==> config.mk <==
export PLATFORM = sky130hd
export DESIGN_NAME = xmuxn_delay
export DESIGN_NICKNAME = d
export VERILOG_FILES = /design/src/rtl/xmuxn_delay_pkg.sv /design/src/rtl/xdelay_cnt.sv /design/src/rtl/xmuxn_delay.sv
export SDC_FILE = /design/constraint.sdc
export NUM_CORES = 1
export LEC_CHECK = 0
export CAP_MARGIN = 30
export CORE_AREA = 2 2 119 121
export DETAILED_ROUTE_END_ITERATION = 6
export DIE_AREA = 0 0 121 123
export PLACE_DENSITY = 0.7
export SLEW_MARGIN = 20
export SYNTH_ARGS = -nofsm -noshare
export SYNTH_HDL_FRONTEND = slang
export SYNTH_SLANG_ARGS = --single-unit
export TNS_END_PERCENT = 10
==> constraint.sdc <==
create_clock -name clk_i -period 2.7 [get_ports clk_i]
set_clock_uncertainty 0.15 [all_clocks]
set_input_delay 0.54 -clock clk_i [delete_from_list [all_inputs] [get_ports clk_i]]
set_output_delay 0.54 -clock clk_i [all_outputs]
set_load 0.005 [all_outputs]
==> src/rtl/xmuxn_delay_pkg.sv <==
// -----------------------------------------------------------------------------
// xmuxn_delay_pkg
// Shared types for the delayed N-way registered mux and the units that reuse
// its delay counter.
//   state_t : control state encoding (IDLE / WAIT / ACTIVE)
//   sel_width : select width for a given lane count (at least one bit)
// -----------------------------------------------------------------------------
package xmuxn_delay_pkg;

    typedef enum logic [1:0] {
        ST_IDLE   = 2'd0,
        ST_WAIT   = 2'd1,
        ST_ACTIVE = 2'd2
    } state_t;

    function automatic int sel_width(input int n_lanes);
        return (n_lanes <= 2) ? 1 : $clog2(n_lanes);
    endfunction

endpackage

==> src/rtl/xdelay_cnt.sv <==
// -----------------------------------------------------------------------------
// xdelay_cnt
// Loadable down-counter used to hold off a unit for a programmed number of
// cycles. Load has priority over decrement; the count saturates at zero.
// Ports:
//   clk      in   clock
//   rst      in   asynchronous active-high reset (count 0, zero flag 1)
//   load     in   load load_val on this edge
//   load_val in   DELAY_W value to load
//   en       in   decrement enable (ignored while the count is zero)
//   cnt      out  current count
//   zero     out  registered flag, high when cnt is zero
// -----------------------------------------------------------------------------
module xdelay_cnt #(
    parameter int DELAY_W = 8
) (
    input  logic               clk,
    input  logic               rst,
    input  logic               load,
    input  logic [DELAY_W-1:0] load_val,
    input  logic               en,
    output logic [DELAY_W-1:0] cnt,
    output logic               zero
);

    always_ff @(posedge clk or posedge rst) begin
        if (rst) begin
            cnt  <= '0;
            zero <= 1'b1;
        end else if (load) begin
            cnt  <= load_val;
            zero <= (load_val == '0);
        end else if (en && !zero) begin
            cnt  <= cnt - DELAY_W'(1);
            // Flag follows the value being written, so it stays registered.
            zero <= (cnt == DELAY_W'(1));
        end
    end

endmodule

==> src/rtl/xmuxn_delay.sv <==
// -----------------------------------------------------------------------------
// xmuxn_delay
// Registered N-way data mux with a configuration latched on run_i and a
// programmable start delay, so the output can be aligned with pipelined
// neighbours. While ACTIVE, each edge forwards lane[cfg_sel] to out0_o.
// Ports:
//   clk_i      in   clock
//   rst_i      in   asynchronous active-high reset
//   running_i  in   run in progress; low (without run_i) returns to IDLE
//   run_i      in   one-cycle start pulse; latches sel_i / delay_i
//   done_o     out  high whenever the start delay is not being counted
//   in_i       in   packed lanes, lane k = in_i[k*DATA_W +: DATA_W]
//   sel_i      in   lane select, sampled on run_i
//   delay_i    in   start delay in cycles, sampled on run_i
//   out0_o     out  registered selected lane
//   valid_o    out  out0_o was updated on the last edge
// -----------------------------------------------------------------------------
module xmuxn_delay
    import xmuxn_delay_pkg::*;
#(
    parameter int DATA_W  = 32,
    parameter int N_IN    = 8,
    parameter int DELAY_W = 8,
    localparam int SEL_W  = sel_width(N_IN)
) (
    input  logic                   clk_i,
    input  logic                   rst_i,
    input  logic                   running_i,
    input  logic                   run_i,
    output logic                   done_o,
    input  logic [N_IN*DATA_W-1:0] in_i,
    input  logic [SEL_W-1:0]       sel_i,
    input  logic [DELAY_W-1:0]     delay_i,
    output logic [DATA_W-1:0]      out0_o,
    output logic                   valid_o
);

    state_t              state;
    state_t              state_nxt;
    logic [SEL_W-1:0]    cfg_sel;
    logic [DELAY_W-1:0]  cnt;
    logic                cnt_zero;
    logic signed [DATA_W-1:0] lane_p0;

    // The delay itself needs no separate shadow copy: the counter loads it on
    // the same run_i edge and nothing reads the programmed value afterwards.
    xdelay_cnt #(
        .DELAY_W (DELAY_W)
    ) u_cnt (
        .clk      (clk_i),
        .rst      (rst_i),
        .load     (run_i),
        .load_val (delay_i),
        .en       ((state == ST_WAIT) && running_i),
        .cnt      (cnt),
        .zero     (cnt_zero)
    );

    always_ff @(posedge clk_i or posedge rst_i) begin
        if (rst_i) begin
            state   <= ST_IDLE;
            cfg_sel <= '0;
        end else begin
            state <= state_nxt;
            if (run_i) begin
                cfg_sel <= sel_i;
            end
        end
    end

    // run_i outranks running_i so a run can be started in the same cycle the
    // accelerator raises running.
    always_comb begin
        state_nxt = state;
        if (run_i) begin
            state_nxt = (delay_i == '0) ? ST_ACTIVE : ST_WAIT;
        end else if (!running_i) begin
            state_nxt = ST_IDLE;
        end else begin
            case (state)
                // Leave on the edge that takes the count from 1 to 0.
                ST_WAIT: if (cnt == DELAY_W'(1) || cnt_zero) state_nxt = ST_ACTIVE;
                default: state_nxt = state;
            endcase
        end
    end

    // Select lane; out-of-range selects (non power-of-two N_IN) forward zero.
    always_comb begin
        lane_p0 = '0;
        if (int'(cfg_sel) < N_IN) begin
            lane_p0 = in_i[int'(cfg_sel)*DATA_W +: DATA_W];
        end
    end

    // ---- stage p0 -> output register ----
    always_ff @(posedge clk_i or posedge rst_i) begin
        if (rst_i) begin
            out0_o  <= '0;
            valid_o <= 1'b0;
        end else if (state == ST_ACTIVE) begin
            out0_o  <= lane_p0;
            valid_o <= 1'b1;
        end else begin
            valid_o <= 1'b0;
        end
    end

    assign done_o = (state != ST_WAIT);

endmodule
==> images/io_fan.png <==
Scale: 2 px per um.
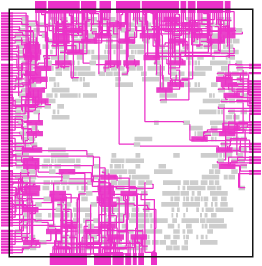
- magenta: `in_i` (direction input; end cells 64; buffers 256; wire 7160 um)
Ports: 305
port buffer count: 304

==> images/wires.png <==
Scale: 4 px per um. Only two layers are drawn.
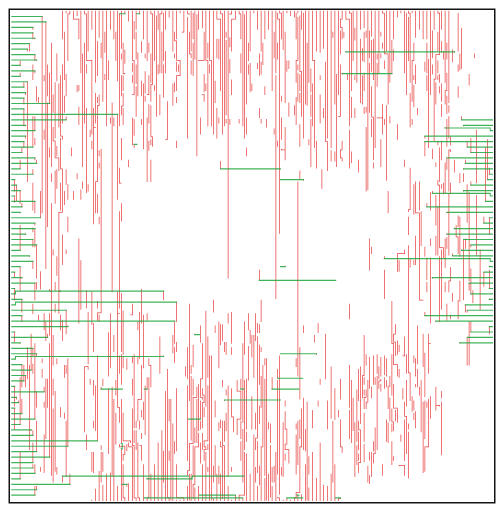
- green: metal 3 (wire length 1160 um)
- red: metal 2 (wire length 7580 um)
combined global-route utilization of all metal layers: 18.7%
final WL: 14.4 mm
WL/cell: 18.8 um
total via count after detailed routing: 3754

-- area by class of cell --
class	instances	area (um^2)	area share (%)
Clock inverter	2	16.3	0.227
Tap cell	180	225	3.14
Timing Repair Buffer	316	3170	44.2
Inverter	4	15.0	0.209
Clock buffer	6	139	1.94
Sequential cell	47	1180	16.5
Multi-Input combinational cell	215	2420	33.8
-- kinds of logic (layout without fill, tap and decap cells) --
logic type	count (synthesis)	after routing
xor+xnor	7	7
mux	100	100
flops	47	47
buf+inv	33	328
compound gates	46	46
simple gates	60	60
fa+ha+maj	2	2
-- worst paths after layout --
| path | startpoint | end | slack [ns] | cells past startpoint |
|---|---|---|---|---|
| setup / recovery | cfg_sel[0] | out0_o[8] | 0.62 | 4 |
| hold / removal | out0_o[6] | out0_o[6] | 0.34 | 2 |
| setup reg to reg | cfg_sel[0] | out0_o[8] | 0.62 | 4 |
| hold reg to reg | out0_o[6] | out0_o[6] | 0.34 | 2 |
| max in group asynchronous | rst_i | u_cnt.zero | 1.67 | 3 |
| min in group asynchronous | rst_i | out0_o[16] | 0.46 | 3 |
-- routing by layer --
layer,up-vias,wire length (um),global-route usage (%)
met3,23,1160,4.66
li1,1749,-,-
met2,162,7580,33.9
met1,1820,5370,21.7
met5,-,0,0
met4,0,328,6.10
-- sequential cells by signal, indices dropped and copies added, names as in the netlist --
register / cells
u_cnt.zero: 1
valid_o: 1
state: 2
out0_o: 32
u_cnt.cnt: 8
cfg_sel: 3
-- critical path, stage by stage (launching register included) --
cell     delay (ns)
dfrtp_4        0.72
buf_12         0.28
mux4_2         0.53
mux2i_1        0.18
o21ai_1        0.07
-- stage by stage --
stage	total power [mW]	cell area [um^2]
CTS	2.78	7170
global placement	2.09	7010
finish	2.74	7170
detailed placement	2.12	7010
floorplan	1.45	3800
global route	2.91	7170
==> deck_impl_summary.md <==
Synthesis and Place & Route Summary

Floorplan
  – Number of cell rows: 43
  – Die Wd: 121 um
  – Floorplan core density: 27.9%
  – Die boundary height: 123 um
  – Std-Cell Core Area: 13600 um^2

Job
  – Max-cap viol count: 0
  – Count of warning messages emitted by the tools: 27

Timing
  – Share of the clock period used by the worst path: 77.2%
  – Final count of pins violating max slew: 0
  – Crit path setup slack, layout: 0.616 ns
  – Clock period minus worst slack: 2.08 ns
  – Final setup fails: 0
  – Worst slew pin tran: 0.686 ns
  – Unrepaired setup endpoints after global routing: no
  – Worst Hold Slack: 0.335 ns
  – Maximum clock frequency: 480 MHz
  – Slew headroom: 54.1%

Logic synthesis
  – Yosys cell count: 295
  – Avg Inst Size Synth: 12.9 um^2
  – Share of cell area taken by muxes after synthesis: 47.6%
  – Count of library flops with an enable pin: 0
  – Top cells, area: mux4_2 (37%), dfrtp_1 (30%), mux2i_1 (8.4%)
  – AND-OR/OR-AND Cells, Area Fraction: 6.45%
  – Yosys-reported design area after synthesis: 3800 um^2
  – Cells after synthesis: 295
  – Simple-gate area share of the yosys netlist: 7.24%
  – Most used standard cell by instance count after synthesis: mux4_2
  – Prevailing post-synth register cell: dfrtp_1
  – Prevailing logic family in the synthesized netlist: multiplexers
  – Number of different library cells in the post-synthesis netlist: 32
  – Number of register bits inferred by synthesis: 47
  – Post-synthesis sequential area ratio: 31.0%
  – Most area-hungry cell type in the Yosys netlist: mux4_2
  – Top area contributor share: 37.3%
  – Area of the mapped netlist: 3800 um^2
  – Commonest cells in the netlist: mux4_2 (63), dfrtp_1 (46), nand2_1 (42), o21ai_1 (34), mux2i_1 (32)
  – Syn Nets: 568

Detailed routing
  – Vias per std cell: 4.88
  – Drt drc: 0
  – 1st-iter DRT viols: 122
  – First drt pass iteration count: 6

Power and ir drop
  – P per Cell Area: 383 nW/um^2
  – Switching share of power: 26.8%
  – Clock network power: 653 uW
  – Sequential share of power: 32.6%
  – Internal power: 2.01 mW
  – Part of the total power dissipated in combinational logic: 43.6%
  – Leakage: 2.81 nW
  – Maximum ir drop on the vdd rail: 0.176 mV
  – Power group with the highest consumption: combinational cells
  – Power in combinational cells: 1.20 mW
  – Sequential power: 894 uW
  – Switching power: 736 uW

Clock tree
  – H-tree levels: 2
  – CTS tree: yes
  – Clk Tree Root Cell: clkbuf_16
  – Clock sinks: 47
  – Clock tree buffer depth: 2
  – Number of post-CTS setup repair buffers: 0
  – Clk_lat worst skew: 0.29 ns
  – Number of buffers inserted by hold repair at cts: 0
  – Number of clock buffers inserted by TritonCTS: 5
  – Post-CTS sizing: 0

Finish
  – Diode insertion count for antenna repair: 0
  – Final core utilization: 52.7%
  – Fillers: 1213
  – Fraction of final layout cells sized beyond drive strength 1: 15.9%
  – Number of nets in the layout: 862
  – Area Growth Syn to Fin: 88.5%
  – Most common cell after layout, fill and taps aside: clkdlybuf4s50_1

Critical path
  – Critical path data arrival time: 2.10 ns
  – Required time at the worst-slack endpoint: 2.72 ns
  – Crit path capture type: register

Global routing
  – Vias in the first global route: 3989
  – First-pass GRT wire length: 21.3 mm
  – GR Overflow Total: 0
  – Antenna violations before repair: 0

Placed design
  – Number of placed instances with taps included: 762
  – Gp weighted congestion: 0.819
  – Worst-case setup slack after placement: 0.522 ns
  – Post-DP HPWL: 12.0 mm

Status
  – Result of the run: finished, final reports clean
Power is estimated from default activity; no workload was simulated.
